$ cat src/rtl/afc_cal_sequencer_if.sv
// ---------------------------------------------------------------------------
// afc_cal_sequencer_if
// Bundles the control side (start/target/tol/result) and the FSM side
// (state_out, fsm_rst_n, comp_code) of the AFC calibration sequencer.
//   start       single-cycle run request
//   vco_tick    one-cycle pulse per divided-VCO edge (clk domain)
//   target_cnt  expected ticks per window
//   tol         allowed +/- deviation
//   state_out   afc_fsm_6bit state, bit 5 = finished
//   fsm_rst_n   active-low reset to afc_fsm_6bit
//   comp_code   100 fast, 010 slow, 001 freeze, 000 hold
//   busy/done/fail/last_cnt  run status
// slave = sequencer side, master = driver/front-end side.
// ---------------------------------------------------------------------------
interface afc_cal_sequencer_if #(parameter int CW = 16);
   logic          start;
   logic          vco_tick;
   logic [CW-1:0] target_cnt;
   logic [CW-1:0] tol;
   logic [5:0]    state_out;
   logic          fsm_rst_n;
   logic [2:0]    comp_code;
   logic          busy;
   logic          done;
   logic          fail;
   logic [CW-1:0] last_cnt;

   modport slave (
      input  start, vco_tick, target_cnt, tol, state_out,
      output fsm_rst_n, comp_code, busy, done, fail, last_cnt
   );

   modport master (
      output start, vco_tick, target_cnt, tol, state_out,
      input  fsm_rst_n, comp_code, busy, done, fail, last_cnt
   );
endinterface

$ cat src/rtl/afc_cal_sequencer.sv
// ---------------------------------------------------------------------------
// afc_cal_sequencer
// Runs one automatic frequency calibration around afc_fsm_6bit: reset the
// FSM, settle, count VCO ticks over a fixed window, compare to
// target +/- tol, issue a one-cycle slow/fast/freeze code, repeat until the
// FSM reports finished or the step budget runs out.
// Ports:
//   clk  system clock
//   rst  asynchronous active-high reset
//   bus  afc_cal_sequencer_if.slave (control + FSM handshake)
// ---------------------------------------------------------------------------
module afc_cal_sequencer #(
   parameter int CW        = 16,
   parameter int WINDOW    = 256,
   parameter int SETTLE    = 32,
   parameter int MAX_STEPS = 8
) (
   input logic               clk,
   input logic               rst,
   afc_cal_sequencer_if.slave bus
);
   localparam int TMAX = (WINDOW > SETTLE) ? WINDOW : SETTLE;
   localparam int TW   = $clog2(TMAX + 1);
   localparam int SW   = $clog2(MAX_STEPS + 1);
   localparam logic [CW-1:0] CMAX = '1;

   localparam logic [2:0] S_IDLE    = 3'd0;
   localparam logic [2:0] S_FSM_RST = 3'd1;
   localparam logic [2:0] S_SETTLE  = 3'd2;
   localparam logic [2:0] S_MEASURE = 3'd3;
   localparam logic [2:0] S_DECIDE  = 3'd4;
   localparam logic [2:0] S_ISSUE   = 3'd5;
   localparam logic [2:0] S_CHECK   = 3'd6;
   localparam logic [2:0] S_DONE    = 3'd7;

   localparam logic [2:0] C_HOLD = 3'b000;
   localparam logic [2:0] C_FAST = 3'b100;
   localparam logic [2:0] C_SLOW = 3'b010;
   localparam logic [2:0] C_FRZ  = 3'b001;

   logic [2:0]    state;
   logic [TW-1:0] tmr;
   logic [CW-1:0] cnt, tgt_q, tol_q, last_q;
   logic [SW-1:0] steps;
   logic [2:0]    code_q;
   logic          fail_q;

   // Saturating acceptance band.
   logic [CW:0]   sum;
   logic [CW-1:0] lo, hi;
   logic [2:0]    code_dec;
   logic          forced;

   assign sum = {1'b0, tgt_q} + {1'b0, tol_q};
   assign lo  = (tol_q > tgt_q) ? '0 : tgt_q - tol_q;
   assign hi  = sum[CW] ? CMAX : sum[CW-1:0];

   always_comb begin
      code_dec = C_FRZ;
      forced   = 1'b0;
      if (cnt < lo)      code_dec = C_SLOW;
      else if (cnt > hi) code_dec = C_FAST;
      // Step budget spent: stop moving the band and flag the run as failed.
      if (code_dec != C_FRZ && steps == SW'(MAX_STEPS)) begin
         code_dec = C_FRZ;
         forced   = 1'b1;
      end
   end

   always_ff @(posedge clk or posedge rst) begin
      if (rst) begin
         state  <= S_IDLE;
         tmr    <= '0;
         cnt    <= '0;
         tgt_q  <= '0;
         tol_q  <= '0;
         last_q <= '0;
         steps  <= '0;
         code_q <= C_HOLD;
         fail_q <= 1'b0;
      end else begin
         case (state)
            S_IDLE: if (bus.start) begin
               tgt_q  <= bus.target_cnt;
               tol_q  <= bus.tol;
               fail_q <= 1'b0;
               steps  <= '0;
               tmr    <= TW'(1);
               state  <= S_FSM_RST;
            end
            S_FSM_RST: if (tmr == '0) begin
               tmr   <= TW'(SETTLE - 1);
               cnt   <= '0;
               state <= S_SETTLE;
            end else tmr <= tmr - 1'b1;
            S_SETTLE: if (tmr == '0) begin
               tmr   <= TW'(WINDOW - 1);
               state <= S_MEASURE;
            end else tmr <= tmr - 1'b1;
            S_MEASURE: begin
               if (bus.vco_tick && cnt != CMAX) cnt <= cnt + 1'b1;
               if (tmr == '0) state <= S_DECIDE;
               else           tmr   <= tmr - 1'b1;
            end
            S_DECIDE: begin
               last_q <= cnt;
               code_q <= code_dec;
               if (forced) fail_q <= 1'b1;
               state  <= S_ISSUE;
            end
            S_ISSUE: begin
               if (code_q != C_FRZ) steps <= steps + 1'b1;
               state <= S_CHECK;
            end
            // FSM has taken the code on the ISSUE edge; bit 5 is now valid.
            S_CHECK: begin
               if (code_q == C_FRZ) begin
                  if (!bus.state_out[5]) fail_q <= 1'b1;
                  state <= S_DONE;
               end else if (bus.state_out[5]) begin
                  fail_q <= 1'b1;          // band range exhausted
                  state  <= S_DONE;
               end else begin
                  tmr   <= TW'(SETTLE - 1);
                  cnt   <= '0;
                  state <= S_SETTLE;
               end
            end
            S_DONE:  state <= S_IDLE;
            default: state <= S_IDLE;
         endcase
      end
   end

   // Band index bits are not needed by the sequencer.
   logic unused_state;
   assign unused_state = ^bus.state_out[4:0];

   // fsm_rst_n follows rst directly so an abort resets the FSM at once.
   assign bus.fsm_rst_n = ~rst & (state != S_FSM_RST);
   assign bus.comp_code = (state == S_ISSUE) ? code_q : C_HOLD;
   assign bus.busy      = (state != S_IDLE);
   assign bus.done      = (state == S_DONE);
   assign bus.fail      = fail_q;
   assign bus.last_cnt  = last_q;
endmodule

$ cat src/flat_wrapper.sv
// flat-port wrapper written by rule: the top's interface ports become plain ports
module afc_cal_sequencer_flat 
#(
   parameter int CW        = 16,
   parameter int WINDOW    = 256,
   parameter int SETTLE    = 32,
   parameter int MAX_STEPS = 8
)
  (clk, rst, bus_start, bus_vco_tick, bus_target_cnt, bus_tol, bus_state_out, bus_fsm_rst_n, bus_comp_code, bus_busy, bus_done, bus_fail, bus_last_cnt);
  afc_cal_sequencer_if #(.CW(CW)) bus_i ();
  input logic clk;
  input logic rst;
  input wire logic [$bits(bus_i.start)-1:0] bus_start;
  input wire logic [$bits(bus_i.vco_tick)-1:0] bus_vco_tick;
  input wire logic [$bits(bus_i.target_cnt)-1:0] bus_target_cnt;
  input wire logic [$bits(bus_i.tol)-1:0] bus_tol;
  input wire logic [$bits(bus_i.state_out)-1:0] bus_state_out;
  output wire logic [$bits(bus_i.fsm_rst_n)-1:0] bus_fsm_rst_n;
  output wire logic [$bits(bus_i.comp_code)-1:0] bus_comp_code;
  output wire logic [$bits(bus_i.busy)-1:0] bus_busy;
  output wire logic [$bits(bus_i.done)-1:0] bus_done;
  output wire logic [$bits(bus_i.fail)-1:0] bus_fail;
  output wire logic [$bits(bus_i.last_cnt)-1:0] bus_last_cnt;
  assign bus_i.start = bus_start;
  assign bus_i.vco_tick = bus_vco_tick;
  assign bus_i.target_cnt = bus_target_cnt;
  assign bus_i.tol = bus_tol;
  assign bus_i.state_out = bus_state_out;
  assign bus_fsm_rst_n = bus_i.fsm_rst_n;
  assign bus_comp_code = bus_i.comp_code;
  assign bus_busy = bus_i.busy;
  assign bus_done = bus_i.done;
  assign bus_fail = bus_i.fail;
  assign bus_last_cnt = bus_i.last_cnt;
  afc_cal_sequencer #(.CW(CW), .WINDOW(WINDOW), .SETTLE(SETTLE), .MAX_STEPS(MAX_STEPS)) u_core (.clk(clk), .rst(rst), .bus(bus_i));
endmodule
$ cat config.mk
export PLATFORM = sky130hd
export DESIGN_NAME = afc_cal_sequencer_flat
export DESIGN_NICKNAME = d
export VERILOG_FILES = /design/src/rtl/afc_cal_sequencer_if.sv /design/src/rtl/afc_cal_sequencer.sv /design/src/flat_wrapper.sv
export SDC_FILE = /design/constraint.sdc
export NUM_CORES = 1
export LEC_CHECK = 0
export CORE_ASPECT_RATIO = 0.75
export CORE_MARGIN = 10
export CORE_UTILIZATION = 45
export CTS_CLUSTER_DIAMETER = 50
export DETAILED_ROUTE_END_ITERATION = 8
export PLACE_DENSITY = 0.68
export SLEW_MARGIN = 20
export SYNTH_ARGS = -nofsm -noshare
export SYNTH_HDL_FRONTEND = slang
export SYNTH_SLANG_ARGS = --single-unit
$ cat constraint.sdc
create_clock -name clk -period 4 [get_ports clk]
set_clock_uncertainty 0.1 [all_clocks]
set_input_delay 0.6 -clock clk [delete_from_list [all_inputs] [get_ports clk]]
set_output_delay 0.6 -clock clk [all_outputs]
set_load 0.005 [all_outputs]
==> metrics.log, run 1 <==
[flow] summary of implementation run
[metrics] count of antenna-violating nets left after detailed routing: 0
[metrics] LEAKAGE: approximately 3.5 nW
[metrics] yosys synthesis chip area: 0.00611 mm²
[metrics] die area: about 0.019 mm²
[metrics] metal1 wirelength: 7500 µm
[metrics] area added between synthesis and finish: 26.8%
[metrics] Logic pwr share: 70.6%
[metrics] Top-area cell share: about a third
[metrics] violated checks: setup timing
[metrics] H-tree depth reported by CTS: 3
[metrics] number of standard cells in the layout, taps in and fillers out: just under 1000
[metrics] GR Layer Usage met1: roughly 22%
[metrics] hold wc startpoint: u_core.bus.last_cnt[4]
[metrics] Post-Synth AOI/OAI Area: 19.7%
[metrics] final worst slack: -0.00338 ns
[metrics] detailed placement HPWL: 11900 µm
[metrics] setup slack of the worst register-to-register path: -0.003 ns
[metrics] status: finished, violations left
[metrics] wire length of the first global-routing pass: 26000 µm
[metrics] Adder Area Share: between 10 and 15%
[metrics] Arr. time, crit path: 4.16 ns
[metrics] critical path endpoint: u_core.code_q[2]
[metrics] instance area after placement: roughly 0.007 mm²
[metrics] launch point of the worst reg-to-reg path: u_core.tol_q[0]
[metrics] final number of setup-violating endpoints: 1
[metrics] Post-Synth Simple-Gate Area: 18.0%
[metrics] final weighted congestion in routability-driven placement: 0.870
[metrics] Seq Cell Count: ~84
[metrics] count of clock buffers in the final design: 9
[metrics] met3 usage: under 10%
[metrics] OpenROAD warning count: 50
[metrics] Taps Inserted: approximately 170
[metrics] register area share after synthesis: 34.4%
[metrics] worst min path class: flip-flop to flip-flop
[metrics] Worst setup EP type: flip-flop
[metrics] Period Utilization, post-route: 100%
[metrics] maximum number of pins on one net before global-route repair: between 40 and 50
[metrics] sequential cell power: approximately 1.4 mW
-- run 1: metrics by stage --
step | utilization, % | setup WS (ns)
global placement | 53.9 | -0.123
detailed placement | 53.9 | -0.264
floorplan | - | 0.0557
CTS | 57.1 | -0.0113
finish | 58.9 | -0.00338
global route | 58.9 | -0.183
-- run 1: registers in the layout (all words and copies together), names as in the netlist --
| register | count |
|---|---|
| u_core.tmr | 9 |
| u_core.state | 3 |
| u_core.tgt_q | 16 |
| u_core.bus.fail | 1 |
| u_core.steps | 4 |
| u_core.bus.last_cnt | 16 |
| u_core.code_q | 3 |
| u_core.cnt | 16 |
| u_core.tol_q | 16 |
-- run 1: tightest hold or removal path, delay by kind of cell (launching register included) --
kind | cells | cell delay (ns)
compound gates | 1 | 0.06
simple gates | 1 | 0.05
flops | 1 | 0.35
run_1/final_clocks.png
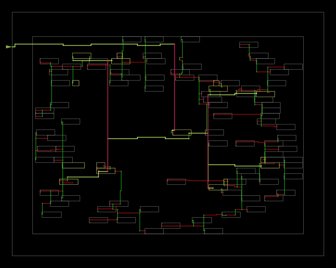
later-pin clock latency in the skew report: 0.35 ns
CTS buffer count: 9

run_1/wire_density.png
The bar under the picture is 50 µm long. 31 x 24 tiles, from white (low) to dark blue (high), scaled to the fullest tile. Values are wire area over tile area, all layers added.
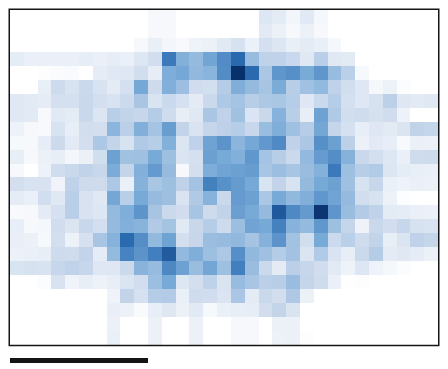
tiles over half the peak: 9.7%
mean over tiles: 0.13
densest ninth of the die: middle
fullest tile: 0.65
nearly empty tiles: 24%
emptiest ninth of the die: bottom right
Total GRT Usage: 16.7%
Routed WL: 15700 µm
via count: 5450

run_1/clock_map.png
The bar under the picture is 50 µm long.
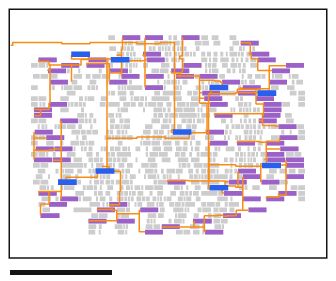
[blue] cells driving clock nets | count: 9
[orange] clock wires | length: 1210 µm
[purple] flip-flops | count: 84
flops lie: spread over the die
part of the total power dissipated in the clock network: 11.3%
power in the clock group: 853 µW

## Run 2: what changed since run 1
--- a/config.mk
+++ b/config.mk
@@ -5,12 +5,13 @@
 export SDC_FILE = /design/constraint.sdc
 export NUM_CORES = 1
 export LEC_CHECK = 0
+export CAP_MARGIN = 10
 export CORE_ASPECT_RATIO = 0.75
 export CORE_MARGIN = 10
 export CORE_UTILIZATION = 45
 export CTS_CLUSTER_DIAMETER = 50
 export DETAILED_ROUTE_END_ITERATION = 8
-export PLACE_DENSITY = 0.68
+export PLACE_DENSITY = 0.66
 export SLEW_MARGIN = 20
 export SYNTH_ARGS = -nofsm -noshare
 export SYNTH_HDL_FRONTEND = slang
==> constraint.sdc (replaced) <==
create_clock -name clk -period 4.35 [get_ports clk]
set_clock_uncertainty 0.1 [all_clocks]
set_input_delay 0.6525 -clock clk [delete_from_list [all_inputs] [get_ports clk]]
set_output_delay 0.6525 -clock clk [all_outputs]
set_load 0.005 [all_outputs]
run_2/clock_map.png
The bar under the picture is 50 µm long.
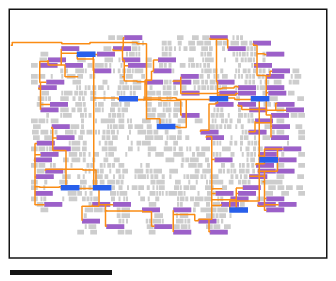
[blue] cells driving clock nets | count: 9
[purple] flip-flops | count: 84
[orange] clock wires | length: 1240 µm
flops lie: spread over the die
power in the clock group: 801 µW
part of the total power dissipated in the clock network: 13.3%

==> run 2 against run 1 <==
  * The flow now finishes without violations
  * Combinational power is 26% lower
  * Maximum frequency decreased by 3.4%
  * Clock-buffer cell count unchanged
  * Clock power down 6.1%
  * Sequential power fell by 8%
  * Total power is 20% lower
  * Critical path depth is 1 lower
  * Synthesized cell count is the same
  * Via count fell by 3.2%
  * Largest power group unchanged
  * Highest routed layer unchanged
==> metrics.log, run 2 <==
[flow] summary of implementation run
[metrics] status: finished clean
[metrics] Worst Max-Slew Pin Slew: slightly below 0.9 ns
[metrics] sequential cell power: around 1.3 mW
[metrics] Arr. time, crit path: 4.29 ns
[metrics] clock tree buffer depth: 2
[metrics] critical path launch point type: flip-flop
[metrics] instance area after placement: 0.00689 mm²
[metrics] Post-Synth AOI/OAI Area: 19.7%
[metrics] total power draw: approximately 6 mW
[metrics] remaining global-route overflow: 0
[metrics] later-pin clock latency in the skew report: 0.35 ns
[metrics] logic area: 0.00378 mm²
[metrics] largest incremental delay on the critical path: 0.42 ns
[metrics] via count: 5275
[metrics] yosys synthesis chip area: 0.00611 mm²
[metrics] Peak supply drop: 0.318 mV
[metrics] wire length on met3: 696 µm
[metrics] CTS Hold Bufs: 0
[metrics] initial antenna violation count: 0
[metrics] final number of setup-violating endpoints: 0
[metrics] Clock Pin Slew Worst Setup and Hold Paths: around 0.07 ns
[metrics] DRC violation count after routing: 0
[metrics] OpenROAD warning count: between 40 and 50
[metrics] Period Utilization, post-route: between 90% and 100%
[metrics] detailed placement HPWL: about 12000 µm
[metrics] Post-Synth Simple-Gate Area: 18.0%
[metrics] flip-flops with a built-in enable: 0
[metrics] wire length of the first global-routing pass: between 20000 and 30000 µm
[metrics] effective utilization at floorplan: between 40% and 50%
[metrics] final worst slack: 0.205 ns
[metrics] number of port buffers: 59
[metrics] via count of the first global-routing pass: 5296
[metrics] die boundary width: 155 µm
[metrics] final core utilization: 55.0%
[metrics] most frequent cells after synthesis: 84 x sky130_fd_sc_hd__dfrtp_1, 77 x sky130_fd_sc_hd__o21ai_0, 76 x sky130_fd_sc_hd__nor2_1
[metrics] most numerous cell in the Yosys netlist: sky130_fd_sc_hd__dfrtp_1
[metrics] total number of clock tree sinks: ~84
[metrics] area occupied by registers: ~0.0021 mm²
[metrics] GR Layer Usage met1: 21.7%
[metrics] maximum number of pins on one net before global-route repair: 50
[metrics] register area share after synthesis: 34.4%
[metrics] Total GRT Usage: between 15 and 20%
[metrics] Top-area cell share: 34.4%
[metrics] H-tree depth reported by CTS: 3
[metrics] CP Cell Sequence: ha_2 -> fa_2 -> nor2b_1 -> o21a_1 -> or3_4 -> a211oi_4 -> o21bai_2 -> a311o_1 -> a21oi_1 -> ha_1 -> nand4_1 -> nor2_1 -> a21o_1 -> a31oi_1 -> a21o_1 -> o211ai_1 -> o2bb2ai_1
[metrics] LEAKAGE: 3.30 nW
[metrics] Placement Setup Slack: 0.137 ns
[metrics] CTS buffer count: 9
[metrics] most common logic cells in the final layout: 84 x sky130_fd_sc_hd__dfrtp_1, 74 x sky130_fd_sc_hd__nor2_1, 71 x sky130_fd_sc_hd__o21ai_0
[metrics] Worst setup EP type: flip-flop
[metrics] die area: 0.0187 mm²
[metrics] worst min path class: flip-flop to flip-flop
[metrics] number of standard cells in the layout, taps in and fillers out: 937
[metrics] highest achievable clock rate: 0.241 GHz
[metrics] area added between synthesis and finish: 18.5%
[metrics] cell area after synthesis: ~0.006 mm²
[metrics] final weighted congestion in routability-driven placement: roughly 0.90
[metrics] setup slack of the worst register-to-register path: 0.20 ns
[metrics] Logic pwr share: 65.8%
[metrics] metal1 wirelength: 7310 µm
[metrics] met3 usage: about 3.8%
[metrics] Adder Area Share: between 10% and 20%
[metrics] master of the slowest instance on the critical path: sky130_fd_sc_hd__or3_4
[metrics] Routed WL: between 15000 and 20000 µm
[metrics] most used routing layer in global routing: met2
[metrics] count of antenna-violating nets left after detailed routing: 0
==> run 2: cell counts after synthesis <==
No cell type changed its count.
==> run 2: area by class of cell <==
type | count | share of cell area, %
multi-input combinational | 554 | 52.3
sequential | 84 | 29.0
timing repair buffer | 70 | 9.30
clock buffer | 9 | 3.11
tap | 171 | 2.96
inverter | 42 | 2.19
clock inverter | 7 | 1.14
==> run 2: path summary, 6_finish.rpt <==
check	from	cells past startpoint	to
setup / recovery	u_core.tol_q[0]	17	u_core.bus.fail
hold / removal	u_core.bus.last_cnt[0]	2	u_core.bus.last_cnt[0]
setup reg to reg	u_core.tol_q[0]	17	u_core.bus.fail
hold reg to reg	u_core.bus.last_cnt[0]	2	u_core.bus.last_cnt[0]
max in group asynchronous	rst	3	u_core.tgt_q[6]
min in group asynchronous	rst	2	u_core.bus.last_cnt[14]
Power is estimated from default activity; no workload was simulated.
